**config.mk**
```make
export PLATFORM = sky130hd
export DESIGN_NAME = ula_issue_flat
export DESIGN_NICKNAME = d
export VERILOG_FILES = /design/src/rtl/ula_issue_if.sv /design/src/rtl/ula_issue.sv /design/src/flat_wrapper.sv
export SDC_FILE = /design/constraint.sdc
export NUM_CORES = 1
export LEC_CHECK = 0
export CELL_PAD_IN_SITES_DETAIL_PLACEMENT = 0
export CELL_PAD_IN_SITES_GLOBAL_PLACEMENT = 1
export CORE_ASPECT_RATIO = 1.2
export CORE_MARGIN = 8
export CORE_UTILIZATION = 30
export CTS_CLUSTER_DIAMETER = 50
export DETAILED_ROUTE_END_ITERATION = 8
export GPL_ROUTABILITY_DRIVEN = 0
export PLACE_DENSITY = 0.64
export SETUP_SLACK_MARGIN = 0.02
export SYNTH_ARGS = -nofsm -noshare
export SYNTH_HDL_FRONTEND = slang
export SYNTH_SLANG_ARGS = --single-unit
export TNS_END_PERCENT = 50
```
**constraint.sdc**
```tcl
create_clock -name clk -period 3.8 [get_ports clk]
set_clock_uncertainty 0.1 [all_clocks]
set_input_delay 0.57 -clock clk [delete_from_list [all_inputs] [get_ports clk]]
set_output_delay 0.57 -clock clk [all_outputs]
set_load 0.03 [all_outputs]
```
**src/rtl/ula_issue_if.sv**
```systemverilog
// Handshake and ALU-facing bus of the ula_issue sequencer.
// The slave modport is the sequencer; the master modport is the decoder/ALU side.
interface ula_issue_if #(
    parameter int NREGS = 8
);
    localparam int AW = $clog2(NREGS);

    logic          in_valid;
    logic          in_ready;
    logic [2:0]    in_op;
    logic [AW-1:0] in_rd;
    logic [AW-1:0] in_rs1;
    logic [AW-1:0] in_rs2;
    logic [7:0]    alu_ina;
    logic [7:0]    alu_inb;
    logic [15:0]   alu_op;
    logic [7:0]    alu_result;

    modport slave (
        input  in_valid, in_op, in_rd, in_rs1, in_rs2, alu_result,
        output in_ready, alu_ina, alu_inb, alu_op
    );

    modport master (
        output in_valid, in_op, in_rd, in_rs1, in_rs2, alu_result,
        input  in_ready, alu_ina, alu_inb, alu_op
    );
endinterface

```
**src/rtl/ula_issue.sv**
```systemverilog
// Operand-issue and writeback sequencer for the 8-bit ula ALU (IDLE -> EXEC -> WB).
// Optional macro ULA_ISSUE_FLAGS_EN adds zero/negative flag outputs captured at writeback.
module ula_issue #(
    parameter int NREGS = 8
) (
    input  logic                     clk,
    input  logic                     rst,
    ula_issue_if.slave               bus,
    output logic                     done,
    output logic                     illegal,
    input  logic [$clog2(NREGS)-1:0] dbg_addr,
    output logic [7:0]               dbg_data
`ifdef ULA_ISSUE_FLAGS_EN
    ,
    output logic                     flag_z,
    output logic                     flag_n
`endif
);
    localparam int AW = $clog2(NREGS);
    localparam logic [2:0] OP_ILL = 3'b011;

    typedef enum logic [1:0] {
        S_IDLE = 2'd0,
        S_EXEC = 2'd1,
        S_WB   = 2'd2,
        S_ILL  = 2'd3
    } state_t;

    state_t        state_q;
    logic          in_ready_q;
    logic          done_q;
    logic          illegal_q;
    logic [7:0]    ina_q;
    logic [7:0]    inb_q;
    logic [2:0]    aop_q;
    logic [AW-1:0] rd_q;
    logic [7:0]    rf_q [NREGS];
`ifdef ULA_ISSUE_FLAGS_EN
    logic          flag_z_q;
    logic          flag_n_q;
`endif

    logic          accept_d;
    logic          is_ill_d;

    assign accept_d = bus.in_valid & in_ready_q;
    assign is_ill_d = (bus.in_op == OP_ILL);

    always_ff @(posedge clk or posedge rst) begin
        if (rst) begin
            state_q    <= S_IDLE;
            in_ready_q <= 1'b1;
            done_q     <= 1'b0;
            illegal_q  <= 1'b0;
            ina_q      <= 8'h00;
            inb_q      <= 8'h00;
            aop_q      <= 3'b000;
            rd_q       <= '0;
            for (int i = 0; i < NREGS; i++) rf_q[i] <= 8'h00;
`ifdef ULA_ISSUE_FLAGS_EN
            flag_z_q   <= 1'b0;
            flag_n_q   <= 1'b0;
`endif
        end else begin
            done_q    <= 1'b0;
            illegal_q <= 1'b0;
            case (state_q)
                S_IDLE: begin
                    if (accept_d) begin
                        in_ready_q <= 1'b0;
                        rd_q       <= bus.in_rd;
                        // An illegal op leaves the ALU drive untouched.
                        if (is_ill_d) begin
                            illegal_q <= 1'b1;
                            state_q   <= S_ILL;
                        end else begin
                            ina_q   <= rf_q[bus.in_rs1];
                            inb_q   <= rf_q[bus.in_rs2];
                            aop_q   <= bus.in_op;
                            state_q <= S_EXEC;
                        end
                    end
                end
                S_EXEC: begin
                    done_q  <= 1'b1;
                    state_q <= S_WB;
                end
                S_WB: begin
                    rf_q[rd_q] <= bus.alu_result;
`ifdef ULA_ISSUE_FLAGS_EN
                    flag_z_q   <= (bus.alu_result == 8'h00);
                    flag_n_q   <= bus.alu_result[7];
`endif
                    in_ready_q <= 1'b1;
                    state_q    <= S_IDLE;
                end
                default: begin
                    in_ready_q <= 1'b1;
                    state_q    <= S_IDLE;
                end
            endcase
        end
    end

    assign bus.in_ready = in_ready_q;
    assign bus.alu_ina  = ina_q;
    assign bus.alu_inb  = inb_q;
    assign bus.alu_op   = {13'b0, aop_q};
    assign done         = done_q;
    assign illegal      = illegal_q;
    assign dbg_data     = rf_q[dbg_addr];
`ifdef ULA_ISSUE_FLAGS_EN
    assign flag_z       = flag_z_q;
    assign flag_n       = flag_n_q;
`endif
endmodule

```
**src/flat_wrapper.sv**
```systemverilog
// flat-port wrapper written by rule: the top's interface ports become plain ports
module ula_issue_flat 
#(
    parameter int NREGS = 8
)
  (clk, rst, done, illegal, dbg_addr, dbg_data, bus_in_valid, bus_in_op, bus_in_rd, bus_in_rs1, bus_in_rs2, bus_alu_result, bus_in_ready, bus_alu_ina, bus_alu_inb, bus_alu_op);
  ula_issue_if #(.NREGS(NREGS)) bus_i ();
  input  logic clk;
  input  logic rst;
  output logic done;
  output logic illegal;
  input  logic [$clog2(NREGS)-1:0] dbg_addr;
  output logic [7:0] dbg_data;
  input wire logic [$bits(bus_i.in_valid)-1:0] bus_in_valid;
  input wire logic [$bits(bus_i.in_op)-1:0] bus_in_op;
  input wire logic [$bits(bus_i.in_rd)-1:0] bus_in_rd;
  input wire logic [$bits(bus_i.in_rs1)-1:0] bus_in_rs1;
  input wire logic [$bits(bus_i.in_rs2)-1:0] bus_in_rs2;
  input wire logic [$bits(bus_i.alu_result)-1:0] bus_alu_result;
  output wire logic [$bits(bus_i.in_ready)-1:0] bus_in_ready;
  output wire logic [$bits(bus_i.alu_ina)-1:0] bus_alu_ina;
  output wire logic [$bits(bus_i.alu_inb)-1:0] bus_alu_inb;
  output wire logic [$bits(bus_i.alu_op)-1:0] bus_alu_op;
  assign bus_i.in_valid = bus_in_valid;
  assign bus_i.in_op = bus_in_op;
  assign bus_i.in_rd = bus_in_rd;
  assign bus_i.in_rs1 = bus_in_rs1;
  assign bus_i.in_rs2 = bus_in_rs2;
  assign bus_i.alu_result = bus_alu_result;
  assign bus_in_ready = bus_i.in_ready;
  assign bus_alu_ina = bus_i.alu_ina;
  assign bus_alu_inb = bus_i.alu_inb;
  assign bus_alu_op = bus_i.alu_op;
  ula_issue #(.NREGS(NREGS)) u_core (.clk(clk), .rst(rst), .bus(bus_i), .done(done), .illegal(illegal), .dbg_addr(dbg_addr), .dbg_data(dbg_data));
endmodule
```
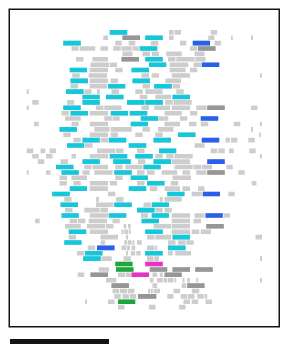
Run 1: register map, names as in the netlist
The bar under the picture is 50 um long. Other sequential cells in the stronger grey, the rest of the logic in the fainter grey.
- cyan: `u_core.rf_q` (sequential cells 64)
- magenta: `u_core.state_q` (sequential cells 2)
- green: `u_core.rd_q` (sequential cells 3)
- blue: `u_core.bus.alu_inb` (sequential cells 8)
sequential cell area: 2280 sq um
core utilization of the finished layout: 0.362

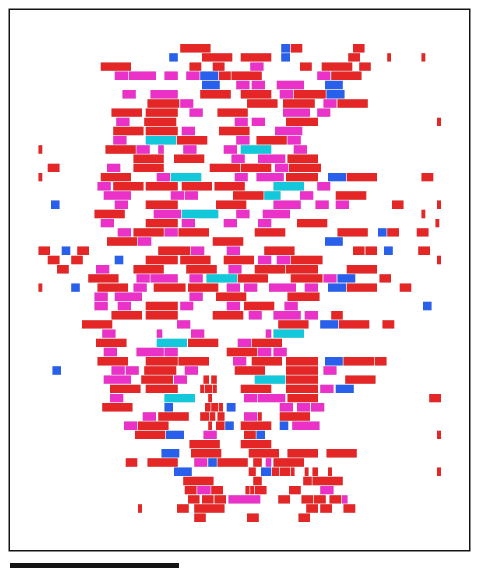
Run 1: sizing map
The bar under the picture is 50 um long.
- magenta: x2 (cells 119; share 32%)
- cyan: x6 and larger (cells 11; share 3.0%)
- red: x1 and smaller (cells 206; share 56%)
- blue: x3 and x4 (cells 32; share 8.7%)
final worst-path setup slack: 0.719 ns
P&R area growth vs syn: 18.5%
post-layout instance area: 6100 sq um

==> run notes, run 1 <==
The following summarizes the physical implementation.

Run status
The flow ran to the end, and the final reports show no timing, DRC or antenna violations.

Placement
The total of buffers placed on input and output ports is ~55.

Yosys
The mapped netlist covers 5150 sq um. The area fraction of the largest cell type after synthesis is 0.437. The post-synth tally of flip-flops with integrated enable is 0. A synthesized cell averages approximately 17 sq um. The post-synthesis chip area from yosys is a little over 5000 sq um.

Measured against the total synthesized area, the mux share comes to 0.477. The area share of xor/xnor cells in the synthesized design is 0. The synthesis report lists the most area-consuming cells as sky130_fd_sc_hd__dfrtp_1 (44%), sky130_fd_sc_hd__mux2_2 (21%), sky130_fd_sc_hd__mux4_1 (15%). The post-synthesis sequential element count is about 91.

Global route
For this run, the total global-route usage over all layers was measured as 0.117. The global-route track usage on met2 is 0.206. The via count of the first global-routing pass is ~3,300. The first global-routing pass estimated roughly 19,000 um of wire. The final global-route overflow total is 0. The pin count of the biggest net entering global routing is around 43.

Worst hold path
The tightest min-delay check is of the reg2reg type.

Critical path
The number of buffers and inverters on the critical path is 3. The largest fanout on the critical path is 16.

Power and ir drop
The design draws approximately 4.8 mW. The static power due to leakage is 2.54 nW.

Route
In the routed design, unresolved DRC markers number 0. In the per-layer summary, the met1 wirelength comes to approximately 5000 um. The detailed router used layers up to and including met4.

Timing
The minimum clock period after layout is between 3 and 4 ns. The final-report setup violation count is 0. The final clock period utilization by the worst path is 0.811. Setup repair after global routing left no endpoint under its margin.

Clock network
The H-tree was split into 3 levels.

Floorplan
The floorplan step set the die width to about 140 um.
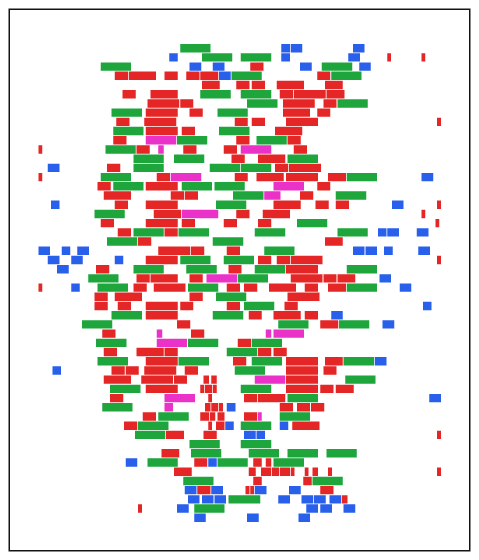
Run 1: cell classes on the final placement
- red: remaining logic cells (cells 198)
- magenta: clock drivers and dummy loads (cells 16)
- blue: remaining buffers and delay cells (cells 63)
- green: registers (cells 91)
Seq area share: 0.373
Std-Cell Rows: 52
area of the core: 16,900 sq um

-- run 1: how the worst min path moves through the flow --
stage	endpoint	slack [ns]	from	cells past startpoint
6_report	u_core.bus.in_ready	0.39	u_core.bus.in_ready	2
5_1_grt	u_core.bus.in_ready	0.41	u_core.bus.in_ready	2
4_1_cts	u_core.bus.in_ready	0.40	u_core.bus.in_ready	2
3_5_place_dp	u_core.bus.in_ready	0.38	u_core.bus.in_ready	2
3_3_place_gp	u_core.aop_q[1]	0.38	u_core.aop_q[1]	1
2_1_floorplan	u_core.rf_q[40]	0.40	u_core.rf_q[40]	1
-- run 1: layout make-up --
| cell class | instances | area, sq um | share of cell area |
|---|---|---|---|
| clock buffer | 11 | 243 | 0.0398 |
| clock inverter | 5 | 52.6 | 0.00861 |
| inverter | 3 | 13.8 | 0.00226 |
| multi-input combinational | 195 | 2650 | 0.435 |
| sequential | 91 | 2280 | 0.373 |
| tap | 216 | 270 | 0.0443 |
| timing repair buffer | 63 | 591 | 0.0968 |
-- run 1: registers in the layout, summed over array words and instances (netlist names) --
signal / count
u_core.rf_q: 64
u_core.bus.alu_ina: 8
u_core.bus.alu_inb: 8
u_core.aop_q: 3
u_core.rd_q: 3
u_core.state_q: 2
u_core.bus.in_ready: 1
u_core.done: 1
u_core.illegal: 1
-- run 1: power by group through the flow --
stage	clock, mW	sequential, mW	combinational [mW]
2_1_floorplan	0	1.91	1.36
6_report	0.891	1.84	2.02
3_3_place_gp	0	1.83	2.02
5_1_grt	0.958	1.91	2.16
4_1_cts	0.920	1.83	2.05
3_5_place_dp	0	1.85	2.05
-- run 1: worst min-delay path: cells and delay by family (launching register included) --
kind             cells  cell delay, ns
AND/OR/NAND/NOR      2            0.12
flip-flops           1            0.37
Run 1, clock nets:
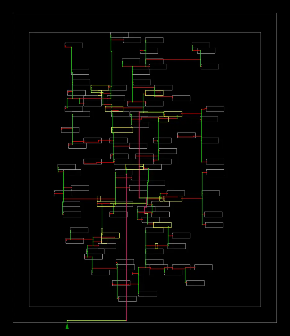

## Run 2: what changed since run 1
clock period = 3.1 ns   (was 3.8 ns; I/O delays follow)
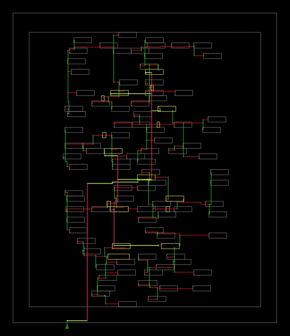
Run 2: clock nets
Clk power: 1.07 mW
# clock sinks: 91
total CTS buffers: 9
insertion delay at the late pin of the worst-skew pair: 0.34 ns
clock buffer count: 12

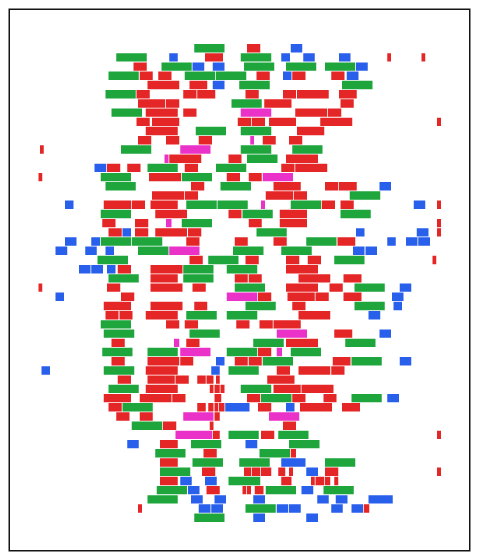
Run 2: cell classes on the final placement
- magenta: clock drivers and dummy loads (cells 16)
- red: remaining logic cells (cells 198)
- blue: remaining buffers and delay cells (cells 66)
- green: registers (cells 91)
post-layout instance area: 6150 sq um
core utilization of the finished layout: 0.365
Seq area share: 0.371

==> run 2 against run 1 <==
Net effect:
- sequential power rose by 22%
- first-iteration DRC count rose by 27%
- power rose by 22%
- combinational power rose by 24%
- via count fell by 1.6%
- register-to-register slack got worse by 0.58 ns
==> run notes, run 2 <==
The following summarizes the physical implementation.

Yosys
The post-synthesis chip area from yosys is 5150 sq um (unchanged). The post-synth tally of flip-flops with integrated enable is 0 (unchanged). The synthesized area per cell is 16.6 sq um (unchanged). Top area cell types: sky130_fd_sc_hd__dfrtp_1 (44%), sky130_fd_sc_hd__mux2_2 (21%), sky130_fd_sc_hd__mux4_1 (15%) (unchanged).

The post-synthesis sequential element count came to 91 (unchanged). The share of Yosys cell area claimed by the top area cell type was 0.437 (unchanged).

Route
The DRC violation count after routing is 0 (unchanged).

Floorplan
The site row count was 52 (unchanged). The die width is 136 um (unchanged). The standard cell core area is 16,900 sq um (unchanged).

Placement
The total of buffers placed on input and output ports is 55 (unchanged).

Power and ir drop
The sequential power was 2.25 mW (was 1.84 mW).

Global route
The wire length of the first global-routing pass is 19,200 um (was 19,100 um). The final global-route overflow total is 0 (unchanged). The pin count of the biggest net entering global routing is 92 (was 43).

Layout
The register ranked first by flip-flop count is u_core.rf_q (unchanged).

Run status
Run status: completed (unchanged).

Timing
RSZ-0062 raised after global routing: false (unchanged). The smallest clock period supported by the final layout is computed as 2.75 ns. The final-report setup violation count is 0 (unchanged). The final clock period utilization by the worst path is 0.887.

Critical path
The number of buffers and inverters on the critical path is 3 (unchanged).
[run 2: cell types whose count changed in the layout (fill, tap and decap cells not counted), sizes merged]
cell      before  now
clkinvlp       1    0
buf           16   19
clkbuf        11   12
[run 2: kinds of logic after synthesis]
family	share of synthesized area
compound gates	0.00413
flops	0.442
other cells	0.000728
simple gates	0.0241
mux	0.477
buf+inv	0.0513
[run 2: stage by stage]
stage	instances	utilization	setup WS (ns)
floorplan	322	-	0.173
global placement	571	0.348	0.340
detailed placement	571	0.348	0.334
CTS	587	0.365	0.325
global route	587	0.365	0.291
finish	587	0.365	0.350
[run 2: area by class of cell]
cell class / count / area [sq um]
clock buffers: 12 / 236
clock inverters: 4 / 45.0
fillers: 1602 / 10700
inverters: 3 / 13.8
multi-input cells: 195 / 2650
flip-flops and latches: 91 / 2280
well taps: 216 / 270
repair buffers: 66 / 651
[run 2: per-layer routing]
layer  part of all wire  track usage  up-vias
li1                   -            -     1317
met1               0.43        0.143     1523
met2               0.52        0.198       51
met3              0.039       0.0249       10
met4              0.014       0.0395        0
met5                  0            0        -
[run 2: worst paths after layout]
| path | startpoint | end | slack, ns |
|---|---|---|---|
| setup / recovery | dbg_addr[0] | dbg_data[0] | 0.35 |
| hold / removal | u_core.aop_q[1] | u_core.aop_q[1] | 0.40 |
| setup reg to reg | u_core.state_q[1] | u_core.bus.alu_inb[7] | 0.94 |
| hold reg to reg | u_core.aop_q[1] | u_core.aop_q[1] | 0.40 |
| max in group asynchronous | rst | u_core.rf_q[3] | 2.06 |
| min in group asynchronous | rst | u_core.aop_q[2] | 0.42 |
Power and IR drop assume default switching activity.
